**src/rtl/johnson_sequence_tracker_pkg.sv**
```systemverilog
// Shared definitions for the Johnson counter receive-side tracker and any
// future checkers that consume 4-bit twisted-ring codes.
package johnson_pkg;

    // Tracker acquisition state
    typedef enum logic [1:0] {
        SEARCH = 2'd0,
        TRACK  = 2'd1,
        LOCKED = 2'd2
    } state_t;

    // Classification of the index change between two legal samples
    typedef enum logic [1:0] {
        HOLD = 2'd0,
        FWD  = 2'd1,
        REV  = 2'd2,
        SKIP = 2'd3
    } move_t;

    // The eight legal codes of a 4-bit Johnson counter, in forward order
    localparam logic [3:0] CODE_0 = 4'b0000;
    localparam logic [3:0] CODE_1 = 4'b0001;
    localparam logic [3:0] CODE_2 = 4'b0011;
    localparam logic [3:0] CODE_3 = 4'b0111;
    localparam logic [3:0] CODE_4 = 4'b1111;
    localparam logic [3:0] CODE_5 = 4'b1110;
    localparam logic [3:0] CODE_6 = 4'b1100;
    localparam logic [3:0] CODE_7 = 4'b1000;

    // A modulo-8 index difference of 1 is a forward step, 7 a reverse step
    function automatic move_t classify(input logic [2:0] delta);
        case (delta)
            3'd0:    return HOLD;
            3'd1:    return FWD;
            3'd7:    return REV;
            default: return SKIP;
        endcase
    endfunction

endpackage

```
**src/rtl/johnson_sequence_tracker_decode.sv**
```systemverilog
// Combinational Johnson code decoder: maps a 4-bit code to its ring index
// and flags the eight codes that never appear on a healthy counter.
module johnson_decode
    import johnson_pkg::*;
(
    input  logic [3:0] code,
    output logic [2:0] idx,
    output logic       legal
);

    // Table lookup; illegal codes report index 0 with legal deasserted
    always_comb begin
        idx   = 3'd0;
        legal = 1'b1;
        case (code)
            CODE_0:  idx = 3'd0;
            CODE_1:  idx = 3'd1;
            CODE_2:  idx = 3'd2;
            CODE_3:  idx = 3'd3;
            CODE_4:  idx = 3'd4;
            CODE_5:  idx = 3'd5;
            CODE_6:  idx = 3'd6;
            CODE_7:  idx = 3'd7;
            default: legal = 1'b0;
        endcase
    end

endmodule

```
**src/rtl/johnson_sequence_tracker.sv**
```systemverilog
// Receive-side tracker for 4-bit Johnson counters. Decodes each enabled
// sample, classifies the move relative to the previous legal index, keeps a
// wrapping up/down position, counts errors and locks after a run of
// consecutive same-direction steps.
module johnson_sequence_tracker
    import johnson_pkg::*;
#(
    parameter int LOCK_COUNT = 4,
    parameter int POS_WIDTH  = 8
)
(
    input  logic                 Clk,
    input  logic                 Clr,
    input  logic                 En,
    input  logic [3:0]           Code,
    output logic [2:0]           Index,
    output logic                 Valid,
    output logic                 Dir,
    output logic                 Step,
    output logic                 Err,
    output logic                 Locked,
    output logic [POS_WIDTH-1:0] Position,
    output logic [7:0]           ErrCount
);

    localparam int               RUN_W   = $clog2(LOCK_COUNT + 1);
    localparam logic [RUN_W-1:0] RUN_MAX = RUN_W'(LOCK_COUNT);

    state_t           state;
    logic [RUN_W-1:0] run;
    logic [2:0]       ref_idx;

    logic [2:0]       code_idx;
    logic             code_legal;
    logic [2:0]       delta;
    move_t            move;
    logic             move_dir;
    logic [RUN_W-1:0] run_next;
    logic [7:0]       err_count_next;

    johnson_decode u_decode (
        .code  (Code),
        .idx   (code_idx),
        .legal (code_legal)
    );

    // Move classification and next run length; a run continues only while
    // the direction matches the previous legal step, otherwise restarts at 1
    always_comb begin
        delta          = code_idx - ref_idx;
        move           = classify(delta);
        move_dir       = (move == FWD);
        run_next       = RUN_W'(1);
        if (Dir == move_dir) begin
            run_next = (run >= RUN_MAX) ? RUN_MAX : run + RUN_W'(1);
        end
        err_count_next = (ErrCount == 8'hFF) ? 8'hFF : ErrCount + 8'd1;
    end

    // Tracker state machine with all outputs registered; pulses are cleared
    // on every edge and only set by the sample that causes them
    always_ff @(posedge Clk or negedge Clr) begin
        if (!Clr) begin
            state    <= SEARCH;
            run      <= '0;
            ref_idx  <= 3'd0;
            Index    <= 3'd0;
            Valid    <= 1'b0;
            Dir      <= 1'b1;
            Step     <= 1'b0;
            Err      <= 1'b0;
            Locked   <= 1'b0;
            Position <= '0;
            ErrCount <= 8'd0;
        end else begin
            Step <= 1'b0;
            Err  <= 1'b0;
            if (En) begin
                if (!code_legal) begin
                    Err      <= 1'b1;
                    Valid    <= 1'b0;
                    ErrCount <= err_count_next;
                    state    <= SEARCH;
                    Locked   <= 1'b0;
                    run      <= '0;
                end else begin
                    Valid   <= 1'b1;
                    Index   <= code_idx;
                    ref_idx <= code_idx;
                    if (state == SEARCH) begin
                        state <= TRACK;
                        run   <= '0;
                    end else begin
                        case (move)
                            HOLD: begin
                            end
                            FWD, REV: begin
                                Step     <= 1'b1;
                                Position <= move_dir ? Position + POS_WIDTH'(1)
                                                     : Position - POS_WIDTH'(1);
                                run      <= run_next;
                                Dir      <= move_dir;
                                if (state == TRACK && run_next == RUN_MAX) begin
                                    state  <= LOCKED;
                                    Locked <= 1'b1;
                                end
                            end
                            default: begin
                                Err      <= 1'b1;
                                ErrCount <= err_count_next;
                                run      <= '0;
                                state    <= TRACK;
                                Locked   <= 1'b0;
                            end
                        endcase
                    end
                end
            end
        end
    end

endmodule

```
**config.mk**
```make
export PLATFORM = sky130hd
export DESIGN_NAME = johnson_sequence_tracker
export DESIGN_NICKNAME = d
export VERILOG_FILES = /design/src/rtl/johnson_sequence_tracker_pkg.sv /design/src/rtl/johnson_sequence_tracker_decode.sv /design/src/rtl/johnson_sequence_tracker.sv
export SDC_FILE = /design/constraint.sdc
export NUM_CORES = 1
export LEC_CHECK = 0
export CAP_MARGIN = 10
export CORE_MARGIN = 3
export CORE_UTILIZATION = 50
export DETAILED_ROUTE_END_ITERATION = 8
export PLACE_DENSITY = 0.76
export SLEW_MARGIN = 20
export SYNTH_ARGS = -nofsm -noshare
export SYNTH_HDL_FRONTEND = slang
export SYNTH_SLANG_ARGS = --single-unit
```
**constraint.sdc**
```tcl
create_clock -name Clk -period 8.68 [get_ports Clk]
set_clock_uncertainty 0.1 [all_clocks]
set_input_delay 0.868 -clock Clk [delete_from_list [all_inputs] [get_ports Clk]]
set_output_delay 0.868 -clock Clk [all_outputs]
set_load 0.05 [all_outputs]
```
==> run_1/pins.png <==
(8 px per um) Pins as bars across the die edge, other pins in gray.
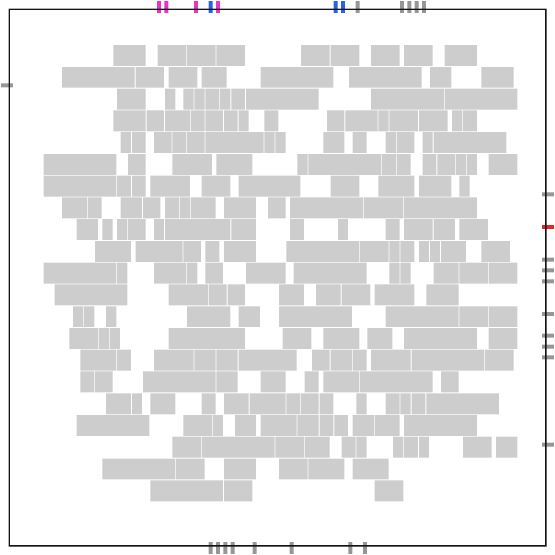
color	port	pins	direction	edge
red	Valid	1	output	east
magenta	Code	4	input	north
blue	Index	3	output	north
all pins by edge	12 north, 10 east, 8 south, 1 west

==> run_1/final_congestion.png <==
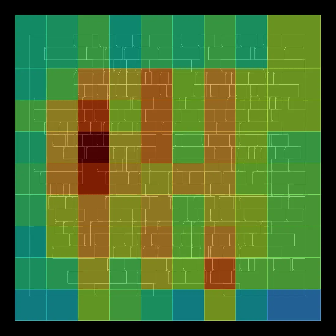
busiest layer in global routing: met2
M1 GR Usage: 0.235
WL/cell: 14.6 um
met3 GRT Util: 0.0405
GRT Total Usage: 0.194

==> run_1/met1.png <==
(6 px per um)
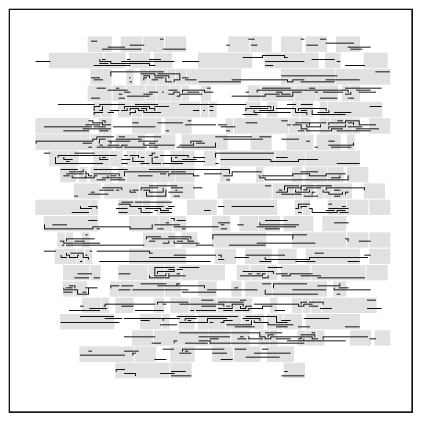
main direction	horizontal
wire length on this layer	1,620 um
longest straight run	18.4 um

==> results.cfg, run 1 <==
; synthesis and place-and-route metrics
[power_and_ir_drop]
clkPwrFrac = 0.149
p_sw_w = 0.000376
power.group.top = combinational logic
comb_power_share = 0.578

[sta]
slew-limit-headroom = 0.538

[clocking]
postCtsResizedCells = 0
cts_max_level = 2

[run_status]
status = finished clean

[worst_setup_path]
crit_top_cell = xor2_1
cp.arrival_ns = 4.91

[placement]
hpwl_mm = 2.96

[floorplanning]
die_area_sq_mm = 0.00447

[final_layout]
mostFrequentLayoutCells = clkdlybuf4s50_1, dfrtp_1, nand2_1
final_cells = 268
sh_comb_area = 0.464

[yosys]
ys_cells = 188
ys_sh_simple = 0.172
topCellsByArea = dfrtp_1, ha_1, nand2_1, a21oi_1, mux2_1
mux_area_frac = 0.0702
synth_flops = 29

[route]
route.met2.wl_mm = 2.02
route.met3.wl_um = 223
detail-route-antenna-nets = 0
vias = 1530

[grt]
grt_overflow = 0
--- run 2 (diff from run 1) ---
Clock period 8.68 ns to 4.8 ns, I/O delays scaled along.
==> run_2/pins.png <==
(8 px per um) Pins as bars across the die edge, other pins in gray.
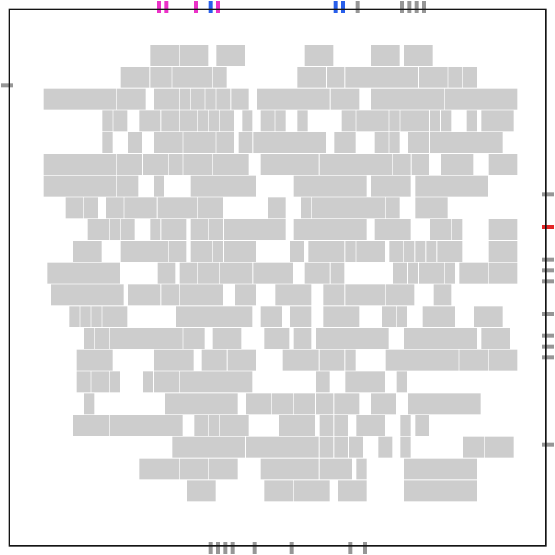
color	port	pins	direction	edge
red	Valid	1	output	east
magenta	Code	4	input	north
blue	Index	3	output	north
all pins by edge	12 north, 10 east, 8 south, 1 west

==> run_2/met2.png <==
(8 px per um)
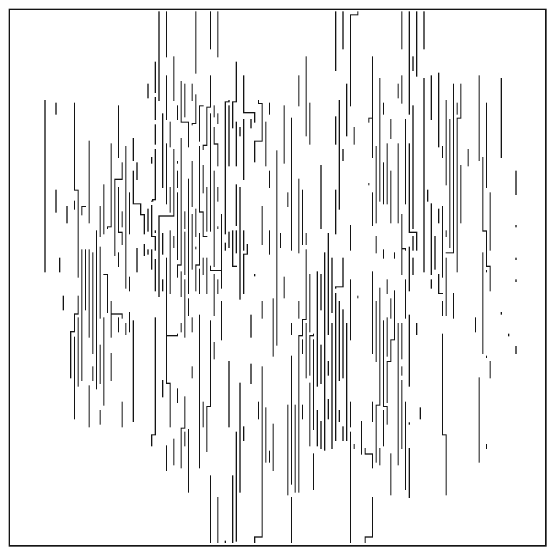
share of all routed wire	51%
longest straight run	24.6 um

==> results.cfg, run 2 <==
; synthesis and place-and-route metrics
[route]
detail-route-antenna-nets = 0
route.met2.wl_mm = 2.09
drtPass1Iterations = 4
route.met3.wl_um = 218
viasPerCell = 5.73

[floorplanning]
die_area_sq_mm = 0.00447
die_width_um = 66.9

[final_layout]
clkCellAreaFrac = 0.0437
final_cells = 271
sh_comb_area = 0.460
mostFrequentLayoutCells = clkdlybuf4s50_1, dfrtp_1, nand2_1

[placement]
dpl.cell_count = 263
hpwl_mm = 3.04

[power_and_ir_drop]
power.group.top = combinational logic
p_int_w = 0.000778
clkPwrFrac = 0.149
power_w = 0.00148
comb_power_share = 0.581

[clocking]
cts-root-buf = clkbuf_8
clkLatencyLatePin_ns = 0.28
clk_path_buf_depth = 2
clock-sinks = 29
cts_max_level = 2
postCtsResizedCells = 0

[yosys]
synth_flops = 29
ys_cells = 188
mux_area_frac = 0.0702
ys_sh_simple = 0.172
compound_area_frac = 0.185
topCellsByArea = dfrtp_1, ha_1, nand2_1, a21oi_1, mux2_1

[grt]
gr-usage-all-layers = 0.216
met3_usage = 0.0405
grt_overflow = 0
top_usage_layer = met2
grt_use_met1 = 0.256

[worst_setup_path]
cp.arrival_ns = 4.34
r2r_start = ref_idx[0]$_DFFE_PN0P_
path_class = input pin to flop
setup.worst_path.start_class = input pin
cp-end-kind = flop

[run_status]
status = finished clean

[sta]
slew-limit-headroom = 0.554
==> run_2/met3.png <==
(4 px per um)
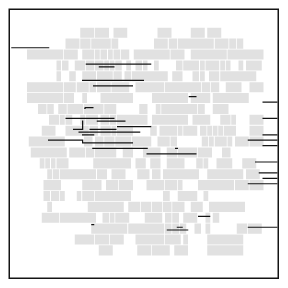
nets with wire on the layer	25
longest straight run	16.1 um
DR vias: 1,554
Post-Route WL: 4.14 mm

